$ cat src/rtl/display_scan_pkg.sv
// ---------------------------------------------------------------------------
// display_scan_pkg
//   Shared types and helpers for the display scan multiplexer.
//   - state_t     : controller states (BLANK only reachable when blanking is built in)
//   - MODE_*      : encodings of the mode input
//   - sel_width() : width of a channel index for n channels (never below 1)
// ---------------------------------------------------------------------------
package display_scan_pkg;

   typedef enum logic [1:0] {
      IDLE   = 2'd0,
      MANUAL = 2'd1,
      SCAN   = 2'd2,
      BLANK  = 2'd3
   } state_t;

   localparam logic MODE_MANUAL = 1'b0;
   localparam logic MODE_AUTO   = 1'b1;

   function automatic int sel_width(input int n);
      return (n > 1) ? $clog2(n) : 1;
   endfunction

endpackage

$ cat src/rtl/display_scan_mux_if.sv
// ---------------------------------------------------------------------------
// display_scan_mux_if
//   Bus between the operations datapath (master) and the scan multiplexer
//   (slave).
//   Parameters: WIDTH (bits per channel word), CHANNELS (channel count).
//   Signals:
//     data_in   [CHANNELS*WIDTH] packed channel words, ch0 in the low bits
//     enable                     0 = display dark and scan frozen
//     mode                       0 = manual select, 1 = auto scan
//     sel_in    [SEL_W]          manual channel select
//     data_out  [WIDTH]          registered selected word
//     ch_onehot [CHANNELS]       registered digit enable
//     ch_idx    [SEL_W]          current channel index
//     tick                       one-cycle pulse on every ch_idx change
// ---------------------------------------------------------------------------
interface display_scan_mux_if
   import display_scan_pkg::*;
#(
   parameter int WIDTH    = 8,
   parameter int CHANNELS = 4
);
   localparam int SEL_W = sel_width(CHANNELS);

   logic [CHANNELS*WIDTH-1:0] data_in;
   logic                      enable;
   logic                      mode;
   logic [SEL_W-1:0]          sel_in;
   logic [WIDTH-1:0]          data_out;
   logic [CHANNELS-1:0]       ch_onehot;
   logic [SEL_W-1:0]          ch_idx;
   logic                      tick;

   modport master (
      output data_in, enable, mode, sel_in,
      input  data_out, ch_onehot, ch_idx, tick
   );

   modport slave (
      input  data_in, enable, mode, sel_in,
      output data_out, ch_onehot, ch_idx, tick
   );

endinterface

$ cat src/rtl/scan_prescaler.sv
// ---------------------------------------------------------------------------
// scan_prescaler
//   Slot counter for the auto-scan sequencer. Counts 0..PRESCALE-1 while
//   run is high and wraps; term is high during the last count of a slot
//   (only while running). clr forces the count back to 0 and has priority.
//   With neither run nor clr the count holds.
//   Ports:
//     clk    in  rising-edge clock
//     rst_n  in  asynchronous active-low reset
//     run    in  advance the count this cycle
//     clr    in  restart the slot at count 0
//     term   out current cycle is the final count of the slot
// ---------------------------------------------------------------------------
module scan_prescaler #(
   parameter int PRESCALE = 50000
) (
   input  logic clk,
   input  logic rst_n,
   input  logic run,
   input  logic clr,
   output logic term
);
   localparam int CW = (PRESCALE > 1) ? $clog2(PRESCALE) : 1;
   localparam logic [CW-1:0] LAST = CW'(PRESCALE - 1);

   logic [CW-1:0] cnt_q;
   logic [CW-1:0] cnt_d;
   logic          at_last;

   assign at_last = (cnt_q == LAST);
   assign term    = run && at_last;

   always_comb begin
      cnt_d = cnt_q;
      if (clr) begin
         cnt_d = '0;
      end else if (run) begin
         cnt_d = at_last ? '0 : cnt_q + CW'(1);
      end
   end

   always_ff @(posedge clk or negedge rst_n) begin
      if (!rst_n) begin
         cnt_q <= '0;
      end else begin
         cnt_q <= cnt_d;
      end
   end

endmodule

$ cat src/rtl/display_scan_mux.sv
// ---------------------------------------------------------------------------
// display_scan_mux
//   Registered N-channel x W-bit display multiplexer with a scan sequencer
//   for a time-multiplexed 7-segment bank. The channel comes either from
//   sel_in (manual) or from a prescaled round-robin counter (auto). Word,
//   one-hot digit enable and index all register on the same edge so they
//   never disagree.
//   Parameters: WIDTH, CHANNELS, PRESCALE (clocks per auto slot),
//               BLANK_CYCLES (digit-off clocks per slot, blanking build only)
//   Ports:
//     clk    in     rising-edge clock
//     rst_n  in     asynchronous active-low reset
//     bus    slave  display_scan_mux_if (data/select in, word/enable/index out)
//   Build option: define DISPLAY_SCAN_MUX_BLANK_EN to hold ch_onehot low for
//   the first BLANK_CYCLES clocks after every index change (ghosting
//   suppression). Without it ch_onehot follows the index immediately.
// ---------------------------------------------------------------------------
module display_scan_mux
   import display_scan_pkg::*;
#(
   parameter int WIDTH        = 8,
   parameter int CHANNELS     = 4,
   parameter int PRESCALE     = 50000,
   parameter int BLANK_CYCLES = 4
) (
   input logic              clk,
   input logic              rst_n,
   display_scan_mux_if.slave bus
);
   localparam int SEL_W = sel_width(CHANNELS);
   localparam logic [SEL_W-1:0] LAST_IDX = SEL_W'(CHANNELS - 1);

   state_t               state_q, state_d;
   logic [SEL_W-1:0]     ch_idx_q, ch_idx_d;
   logic [WIDTH-1:0]     data_out_q, data_out_d;
   logic [CHANNELS-1:0]  onehot_q, onehot_d;
   logic                 tick_q, tick_d;

   logic [WIDTH-1:0]     ch_word [CHANNELS];
   logic [SEL_W-1:0]     sel_clamped;
   logic [SEL_W-1:0]     idx_inc;
   logic                 in_scan_state;
   logic                 scanning;
   logic                 pre_clr;
   logic                 pre_term;
   logic                 idx_change;

`ifdef DISPLAY_SCAN_MUX_BLANK_EN
   logic [31:0]          blank_cnt_q, blank_cnt_d;
   // Mode seen on the previous edge: tells BLANK which slot kind it sits in.
   logic                 ret_q;
`endif

   // Unpack the channel words.
   genvar gi;
   generate
      for (gi = 0; gi < CHANNELS; gi++) begin : g_ch
         assign ch_word[gi] = bus.data_in[gi*WIDTH +: WIDTH];
      end
   endgenerate

   // Out-of-range manual selects pin to the last channel (non power-of-2 banks).
   assign sel_clamped = (int'(bus.sel_in) >= CHANNELS) ? LAST_IDX : bus.sel_in;
   assign idx_inc     = (ch_idx_q == LAST_IDX) ? '0 : ch_idx_q + SEL_W'(1);

`ifdef DISPLAY_SCAN_MUX_BLANK_EN
   assign in_scan_state = (state_q == SCAN) || ((state_q == BLANK) && (ret_q == MODE_AUTO));
`else
   assign in_scan_state = (state_q == SCAN);
`endif

   // The slot only counts once we are actually in a scan slot; the edge that
   // enters SCAN (from IDLE or MANUAL) clears it so scanning restarts at 0.
   // With enable low, run and clr are both low and the count holds.
   assign scanning = bus.enable && (bus.mode == MODE_AUTO) && in_scan_state;
   assign pre_clr  = bus.enable && !scanning;

   scan_prescaler #(
      .PRESCALE (PRESCALE)
   ) u_prescaler (
      .clk   (clk),
      .rst_n (rst_n),
      .run   (scanning),
      .clr   (pre_clr),
      .term  (pre_term)
   );

   // Next channel index.
   always_comb begin
      ch_idx_d = ch_idx_q;
      if (bus.enable) begin
         if (bus.mode == MODE_MANUAL) begin
            ch_idx_d = sel_clamped;
         end else if (pre_term) begin
            ch_idx_d = idx_inc;
         end
      end
   end

   assign idx_change = (ch_idx_d != ch_idx_q);

   // Next state.
   always_comb begin
      state_d = state_q;
      if (!bus.enable) begin
         state_d = IDLE;
      end else begin
`ifdef DISPLAY_SCAN_MUX_BLANK_EN
         if (idx_change && (BLANK_CYCLES > 0)) begin
            state_d = BLANK;
         end else if ((state_q == BLANK) && (blank_cnt_q < 32'(BLANK_CYCLES - 1))) begin
            state_d = BLANK;
         end else begin
            state_d = (bus.mode == MODE_AUTO) ? SCAN : MANUAL;
         end
`else
         state_d = (bus.mode == MODE_AUTO) ? SCAN : MANUAL;
`endif
      end
   end

`ifdef DISPLAY_SCAN_MUX_BLANK_EN
   // Blank counter restarts on entry to BLANK and on any index change inside it.
   always_comb begin
      blank_cnt_d = '0;
      if ((state_d == BLANK) && (state_q == BLANK) && !idx_change) begin
         blank_cnt_d = blank_cnt_q + 32'd1;
      end
   end
`endif

   // Registered datapath, computed from the next index so it lands with ch_idx.
   always_comb begin
      data_out_d = '0;
      onehot_d   = '0;
      tick_d     = idx_change;
      if (bus.enable) begin
         data_out_d = ch_word[ch_idx_d];
         onehot_d   = CHANNELS'(1) << ch_idx_d;
`ifdef DISPLAY_SCAN_MUX_BLANK_EN
         if (state_d == BLANK) begin
            onehot_d = '0;
         end
`endif
      end
   end

   always_ff @(posedge clk or negedge rst_n) begin
      if (!rst_n) begin
         state_q    <= IDLE;
         ch_idx_q   <= '0;
         data_out_q <= '0;
         onehot_q   <= '0;
         tick_q     <= 1'b0;
`ifdef DISPLAY_SCAN_MUX_BLANK_EN
         blank_cnt_q <= '0;
         ret_q       <= MODE_MANUAL;
`endif
      end else begin
         state_q    <= state_d;
         ch_idx_q   <= ch_idx_d;
         data_out_q <= data_out_d;
         onehot_q   <= onehot_d;
         tick_q     <= tick_d;
`ifdef DISPLAY_SCAN_MUX_BLANK_EN
         blank_cnt_q <= blank_cnt_d;
         ret_q       <= bus.mode;
`endif
      end
   end

   assign bus.data_out  = data_out_q;
   assign bus.ch_onehot = onehot_q;
   assign bus.ch_idx    = ch_idx_q;
   assign bus.tick      = tick_q;

endmodule

$ cat src/flat_wrapper.sv
// flat-port wrapper written by rule: the top's interface ports become plain ports
module display_scan_mux_flat import display_scan_pkg::*;
#(
   parameter int WIDTH        = 8,
   parameter int CHANNELS     = 4,
   parameter int PRESCALE     = 50000,
   parameter int BLANK_CYCLES = 4
)
  (clk, rst_n, bus_data_in, bus_enable, bus_mode, bus_sel_in, bus_data_out, bus_ch_onehot, bus_ch_idx, bus_tick);
  display_scan_mux_if #(.WIDTH(WIDTH), .CHANNELS(CHANNELS)) bus_i ();
  input logic clk;
  input logic rst_n;
  input wire logic [$bits(bus_i.data_in)-1:0] bus_data_in;
  input wire logic [$bits(bus_i.enable)-1:0] bus_enable;
  input wire logic [$bits(bus_i.mode)-1:0] bus_mode;
  input wire logic [$bits(bus_i.sel_in)-1:0] bus_sel_in;
  output wire logic [$bits(bus_i.data_out)-1:0] bus_data_out;
  output wire logic [$bits(bus_i.ch_onehot)-1:0] bus_ch_onehot;
  output wire logic [$bits(bus_i.ch_idx)-1:0] bus_ch_idx;
  output wire logic [$bits(bus_i.tick)-1:0] bus_tick;
  assign bus_i.data_in = bus_data_in;
  assign bus_i.enable = bus_enable;
  assign bus_i.mode = bus_mode;
  assign bus_i.sel_in = bus_sel_in;
  assign bus_data_out = bus_i.data_out;
  assign bus_ch_onehot = bus_i.ch_onehot;
  assign bus_ch_idx = bus_i.ch_idx;
  assign bus_tick = bus_i.tick;
  display_scan_mux #(.WIDTH(WIDTH), .CHANNELS(CHANNELS), .PRESCALE(PRESCALE), .BLANK_CYCLES(BLANK_CYCLES)) u_core (.clk(clk), .rst_n(rst_n), .bus(bus_i));
endmodule
$ cat config.mk
export PLATFORM = sky130hd
export DESIGN_NAME = display_scan_mux_flat
export DESIGN_NICKNAME = d
export VERILOG_FILES = /design/src/rtl/display_scan_pkg.sv /design/src/rtl/display_scan_mux_if.sv /design/src/rtl/scan_prescaler.sv /design/src/rtl/display_scan_mux.sv /design/src/flat_wrapper.sv
export SDC_FILE = /design/constraint.sdc
export NUM_CORES = 1
export LEC_CHECK = 0
export CAP_MARGIN = 20
export CELL_PAD_IN_SITES_DETAIL_PLACEMENT = 0
export CELL_PAD_IN_SITES_GLOBAL_PLACEMENT = 1
export CORE_MARGIN = 4
export CORE_UTILIZATION = 38
export CTS_CLUSTER_DIAMETER = 200
export DETAILED_ROUTE_END_ITERATION = 7
export PLACE_DENSITY_LB_ADDON = 0.1
export SLEW_MARGIN = 20
export SYNTH_ARGS = -nofsm -noshare
export SYNTH_HDL_FRONTEND = slang
export SYNTH_SLANG_ARGS = --single-unit
$ cat constraint.sdc
create_clock -name clk -period 5.95 [get_ports clk]
set_input_delay 0.595 -clock clk [delete_from_list [all_inputs] [get_ports clk]]
set_output_delay 0.595 -clock clk [all_outputs]
set_load 0.02 [all_outputs]
==> run_1/placement.png <==
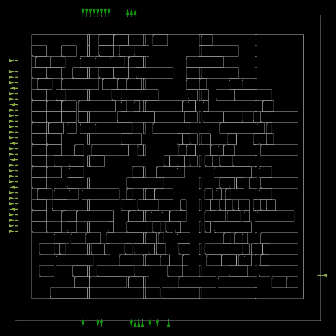
Flops: 33
num tapcells: 52
Final Util: 0.539

==> run_1/detail.png <==
Window x 18 to 58, y 18 to 58 um. Cells in grey, sequential cells in the stronger grey; small squares are vias.
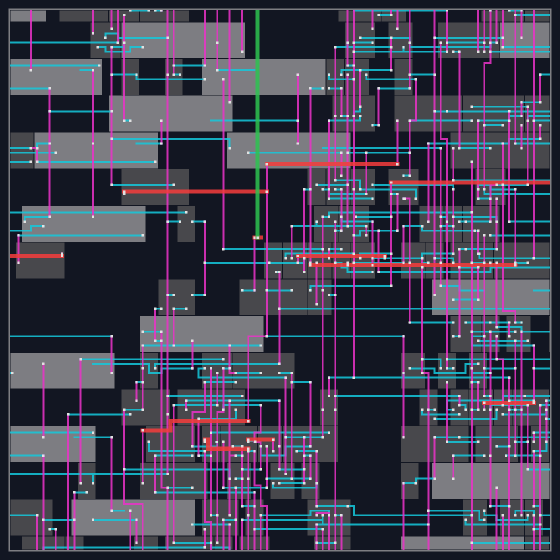
- red: metal 3
- magenta: metal 2
- green: metal 4
- cyan: metal 1
- sequential cells in the window: 13
- netlist names of flops here include: u_core.bus.data_out (7), u_core.u_prescaler.cnt_q (4)
- most frequent: nand2_1 (15), dfrtp_1 (13), o21ai_0 (12)
- cells with their middle in the window: 90

==> run_1/layer_met2.png <==
(4 px per um)
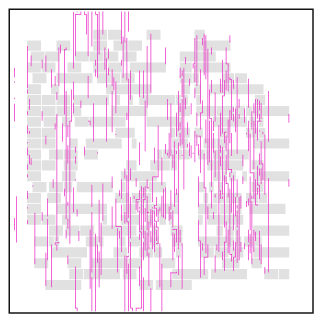
- main direction: vertical
- longest straight run: 34.7 um

==> run_1/wires.png <==
(4 px per um) Two of the layers only.
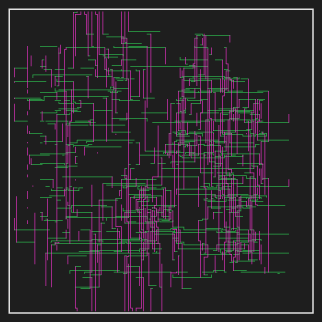
- magenta: metal 2 (wire length 2150 um)
- green: metal 1 (wire length 1770 um)

-- run 1: power by group through the flow --
stage	clock, mW	combinational (mW)	sequential [mW]
after floorplan	0	0.0502	0.266
after global placement	0	0.125	0.250
after detailed placement	0	0.126	0.250
after CTS	0.164	0.127	0.247
after global routing	0.175	0.136	0.248
final	0.160	0.125	0.247
-- run 1: cells in the mapped netlist (2+ instances only) --
cell type,instances,area share
and3_2,2,0.0087
ha_1,2,0.014
nor3_1,3,0.0087
clkbuf_1,4,0.0087
nand2_1,19,0.041
xor2_1,2,0.010
nand4_1,2,0.0072
o21ai_0,16,0.046
mux2i_1,20,0.12
and3_1,2,0.0072
inv_1,3,0.0065
a31oi_1,2,0.0072
o31ai_1,6,0.026
xnor2_1,2,0.010
o2bb2ai_1,3,0.015
nand3_1,9,0.026
o21a_1,2,0.0087
nor2_1,10,0.022
o41ai_1,2,0.010
dfrtp_1,33,0.48
o22ai_1,8,0.029
-- run 1: placed cells by master, fill, tap and decap left out, types with 2 or more instances in the layout --
cell type        synthesis  final
clkdlybuf4s50_1          0     52
dfrtp_1                 33     33
nand2_1                 19     19
mux2i_1                 20     19
o21ai_0                 16     16
nor2_1                  10     10
nand3_1                  9      9
o22ai_1                  8      8
o31ai_1                  6      6
clkbuf_8                 0      5
inv_1                    3      3
nor3_1                   3      3
o2bb2ai_1                3      3
clkbuf_1                 4      3
nand4_1                  2      2
o21a_1                   2      2
a31oi_1                  2      2
xor2_1                   2      2
and3_1                   2      2
o41ai_1                  2      2
and3_2                   2      2
xnor2_1                  2      2
ha_1                     2      2
-- run 1: per-stage QoR --
step           utilization  total power [mW]  std cells  area [sq um]  setup WS [ps]
5_1_grt              0.539             0.559        274          2360           2400
2_1_floorplan            -             0.316        167          1730           3830
4_1_cts              0.539             0.538        274          2360           2540
3_3_place_gp         0.520             0.376        266          2280           2410
3_5_place_dp         0.520             0.376        266          2280           2260
6_report             0.539             0.533        274          2360           2780
-- run 1: worst min-delay path by stage --
stage	startpoint	to	slack (ps)	cells past startpoint
2_1_floorplan	rst_n	u_core.bus.ch_idx[0]	300	0
3_3_place_gp	u_core.u_prescaler.cnt_q[15]	u_core.u_prescaler.cnt_q[15]	470	1
3_5_place_dp	u_core.u_prescaler.cnt_q[15]	u_core.u_prescaler.cnt_q[15]	480	1
4_1_cts	u_core.u_prescaler.cnt_q[15]	u_core.u_prescaler.cnt_q[15]	490	1
5_1_grt	u_core.u_prescaler.cnt_q[15]	u_core.u_prescaler.cnt_q[15]	520	1
6_report	u_core.u_prescaler.cnt_q[15]	u_core.u_prescaler.cnt_q[15]	490	1
-- run 1: sequential cells by signal, indices dropped and copies added (netlist names) --
name	cells
u_core.bus.ch_onehot	4
u_core.bus.tick	1
u_core.bus.data_out	8
u_core.bus.ch_idx	2
u_core.state_q	2
u_core.u_prescaler.cnt_q	16
-- run 1: metal layers --
layer  track usage  up-vias
met1         0.188      728
met2         0.263       57
met5             0        -
li1              -      730
met3        0.0554        4
met4        0.0660        0
-- run 1: logic make-up after synthesis --
family	synth area share
flops	0.476
simple gates	0.185
compound gates	0.156
mux	0.115
buf+inv	0.0332
xor+xnor	0.0202
fa+ha+maj	0.0144
==> results.json, run 1 <==
{
  "status": "finished clean",
  "drive_gt1_frac": 0.0586,
  "sh_seq_area": 0.349,
  "ctsResizeCount": 0,
  "drv_slew": 0,
  "ir_drop_v": 0.0000992,
  "dieWidth_um": 75.6,
  "first_pass_iters": 4,
  "num-nonclk-inverters": 3,
  "hold_buffers": 0,
  "crit_path_top_delay_cell": "clkdlybuf4s50_1",
  "logic_gates": 125,
  "tightestPinTransition_ps": 963,
  "comb_area_sq_um": 855,
  "clkPwrFrac": 0.301,
  "hold_class": "reg2reg",
  "grt_pass1_vias": 1549,
  "cpMostUsedCell": "nand2_1",
  "p_leak_nw": 1.00,
  "num_vias": 1519,
  "clock_buffer_count": 8,
  "crit_fanout": 20,
  "vias_per_cell": 5.54,
  "grtUsageTotal": 0.159,
  "fin_worst_skew_ps": 6.22,
  "dpl.hpwl_um": 3030,
  "p_int_mw": 0.388,
  "nets": 261,
  "syn_area_per_cell_sq_um": 10.4,
  "bufAreaShareNonClock": 0.223,
  "ant_nets": 0,
  "wl_per_cell_um": 15.5,
  "clock_sinks": 33,
  "ys_types": 36,
  "numCtsBuffers": 5,
  "setup_viol": 0,
  "dr_wl_met3_um": 291,
  "cp_slowest_stage_delay_ps": 740,
  "drc": 0,
  "p_seq_frac": 0.464,
  "log.warning_count": 26,
  "start_kind": "input pin",
  "nonClockBufferCount": 53,
  "fp-utilization": 0.396,
  "drtIter0Drc": 106,
  "pin_count": 53,
  "dieHeight_um": 75.6,
  "met1Wirelength_um": 1770,
  "overflow": 0,
  "ys.flops": 33,
  "synth_area_sq_um": 1730,
  "rrSetupSlack_ps": 3100,
  "cp-endpoint": "u_core.u_prescaler.cnt_q[11]",
  "cp.buffers_inverters": 1,
  "post_cts_buffers": 0,
  "netlist_instances": 167,
  "power_density_nw_per_um2": 225,
  "comb_share": 0.361,
  "power_switching_share": 0.272,
  "clkLatencyLatePin_ps": 280,
  "totalWireLength_um": 4250
}
==> run 2: changes to the inputs <==
CORE_UTILIZATION = 32   (was 38)
clock period = 2.6 ns   (was 5.95 ns; I/O delays follow)
==> run_2/layer_met2.png <==
(4 px per um)
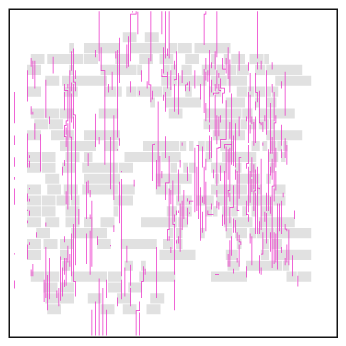
- nets with wire on the layer: 214
- share of all routed wire: 46%
- longest straight run: 37.6 um
- main direction: vertical
Routed WL: 4250 um
M2 GR Usage: 0.220
via count: 1478

==> results.json, run 2 <==
{
  "synthMostInstantiatedCell": "dfrtp_1",
  "clkLatencyLatePin_ps": 290,
  "placed_area_sq_um": 2340,
  "vias_per_cell": 4.98,
  "r2r_cells": 7,
  "drive_gt1_frac": 0.0881,
  "total_power_mw": 1.36,
  "largest_register": "u_core.u_prescaler.cnt_q",
  "fp.coreArea_sq_um": 5170,
  "log.warning_count": 26,
  "cts_htree_levels": 2,
  "drv_cap": 0,
  "cts_buffer_depth": 2,
  "worstSetupEndpointType": "flip-flop",
  "crit_fanout": 10,
  "power_density_nw_per_um2": 552,
  "grtUsageTotal": 0.142,
  "overflow": 0,
  "n_fill_cell": 490,
  "pin_count": 53,
  "largest_area_cell": "dfrtp_1",
  "ys_types": 36,
  "cts-root-buf": "clkbuf_8",
  "max_freq_mhz": 424,
  "numCtsBuffers": 5,
  "dieWidth_um": 81.6,
  "fin_util": 0.476,
  "top_cells_by_count": "33 x dfrtp_1, 20 x mux2i_1, 19 x nand2_1",
  "ir_drop_v": 0.000230,
  "rrSetupSlack_ps": 240,
  "yosys_area_sq_um": 1730,
  "layout_top_cells": "52 x clkdlybuf4s50_1, 33 x dfrtp_1, 20 x mux2i_1",
  "gp_congestion": 0.821,
  "tightestPinTransition_ps": 396,
  "min_period_over_period": 0.907,
  "postLayoutSetupSlackWorst_ps": 242,
  "dieArea_sq_um": 6660,
  "synth_area_sq_um": 1730,
  "synthArstFlopShare": 1.00,
  "hold_class": "in2async",
  "first_pass_iters": 4,
  "r2r_start": "u_core.u_prescaler.cnt_q[0]",
  "synthTopCellsByArea": "dfrtp_1 48%, mux2i_1 12%, o21ai_0 4.6%, nand2_1 4.1%, o22ai_1 2.9%",
  "fin_area_sq_um": 2460,
  "fin_tns_setup_ps": 0,
  "largest_register_ffs": 16,
  "rsz0062_at_grt": "no",
  "path_class": "reg2reg",
  "setup_viol": 0,
  "antenna_found_initial": 0,
  "drc": 0,
  "fin_worst_skew_ps": 9.67,
  "netlist.area_leader.share": 0.476,
  "ys.flop_type": "dfrtp_1",
  "start_kind": "flip-flop",
  "clkTransAtPathRegs_ps": 70,
  "p_leak_nw": 1.04,
  "wl_per_cell_um": 14.3,
  "status": "finished clean",
  "syn_area_per_cell_sq_um": 10.4,
  "rows": 26,
  "syn_nets": 207,
  "critPathRequiredTime_ps": 2800,
  "dieHeight_um": 81.6,
  "ys.flops": 33,
  "ys_seq_frac": 0.476,
  "nets": 266,
  "drtIter0Drc": 92,
  "ant_nets": 0,
  "fp-utilization": 0.335,
  "grt_pass1_vias": 1559,
  "syn2layout_area_growth_pct": 41.8,
  "cts_tree": "built",
  "io_buffers": 52,
  "dpl.hpwl_um": 3140,
  "clock_sinks": 33,
  "cp-endpoint": "u_core.bus.ch_onehot[3]",
  "grt_start_max_net_pins": 34,
  "drv_slew": 0,
  "lay_top_count": "clkdlybuf4s50_1",
  "netlist_instances": 167,
  "place_ws_ps": 191,
  "antennaDiodeCount": 0
}
==> run_2/detail.png <==
Window x 21 to 61, y 21 to 61 um. Cells in grey, sequential cells in the stronger grey; small squares are vias.
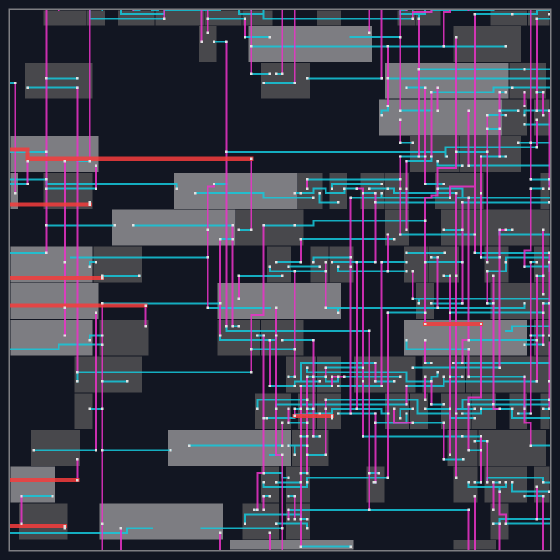
- cyan: metal 1
- red: metal 3
- magenta: metal 2
- cells with their middle in the window: 75
- sequential cells in the window: 13
- netlist names of flops here include: u_core.u_prescaler.cnt_q (7), u_core.bus.data_out (5)
- most frequent: dfrtp_1 (13), o21ai_0 (10), nand3_1 (7)

==> run 2: per-stage QoR <==
stage	instances	hold WS (ps)
after floorplan	167	-35.6
after global placement	289	461
after detailed placement	289	471
after CTS	297	395
after global routing	297	419
final	297	392
==> run 2: critical path, cell delays in order, from the launching register on <==
cell and delay, ps:
dfrtp_1 410, ha_1 240, nand4_1 180, nand4b_4 270, nor2_1 270, mux2i_1 430
nand2_2 240, nor3_1 240
==> run 2: how the worst min path moves through the flow <==
stage / cells after the start / start / end / slack [ps]
2_1_floorplan: 0 / rst_n / u_core.bus.ch_idx[0] / -40
3_3_place_gp: 1 / u_core.u_prescaler.cnt_q[15] / u_core.u_prescaler.cnt_q[15] / 460
3_5_place_dp: 1 / u_core.u_prescaler.cnt_q[15] / u_core.u_prescaler.cnt_q[15] / 470
4_1_cts: 2 / rst_n / u_core.bus.ch_onehot[1] / 390
5_1_grt: 2 / rst_n / u_core.bus.ch_onehot[1] / 420
6_report: 2 / rst_n / u_core.u_prescaler.cnt_q[12] / 390
==> run 2: logic make-up after synthesis <==
| group | Yosys count | share of synthesized area |
|---|---|---|
| AND/OR/NAND/NOR | 57 | 0.185 |
| AND-OR/OR-AND | 42 | 0.156 |
| flip-flops | 33 | 0.476 |
| multiplexers | 20 | 0.115 |
| buffers and inverters | 9 | 0.0332 |
| XOR/XNOR | 4 | 0.0202 |
| adder cells (fa/ha/maj) | 2 | 0.0144 |
==> run 2: cell type report <==
type | instances | area (sq um) | share of cell area
Clock buffer | 7 | 86.3 | 0.0351
Clock inverter | 1 | 30.0 | 0.0122
Inverter | 3 | 11.3 | 0.00458
Multi-Input combinational cell | 125 | 853 | 0.347
Sequential cell | 33 | 826 | 0.336
Tap cell | 70 | 87.6 | 0.0356
Timing Repair Buffer | 58 | 566 | 0.230
==> run 2: layer usage <==
metal | routed length (um) | vias up | GRT usage
li1 | - | 740 | -
met1 | 1950 | 696 | 0.175
met2 | 1960 | 40 | 0.220
met3 | 318 | 2 | 0.0702
met4 | 19 | 0 | 0.0399
met5 | 0 | - | 0
==> run 2: repair_timing <==
action                                 4_1_cts  5_1_grt
endpoints found under the hold margin        0        0
setup endpoints to repair                    0        2
hold buffers                                 0        0
setup buffers                                0        0
gates resized                                0        1
==> run 2: power breakdown <==
part	switching [mW]	leakage [nW]	internal, mW
Clock	0.188	0.0585	0.312
Combinational	0.138	0.548	0.156
Sequential	0.0177	0.438	0.545
Total	0.344	1.04	1.01
Power figures rest on the tool's default switching activity, not on a simulated workload.
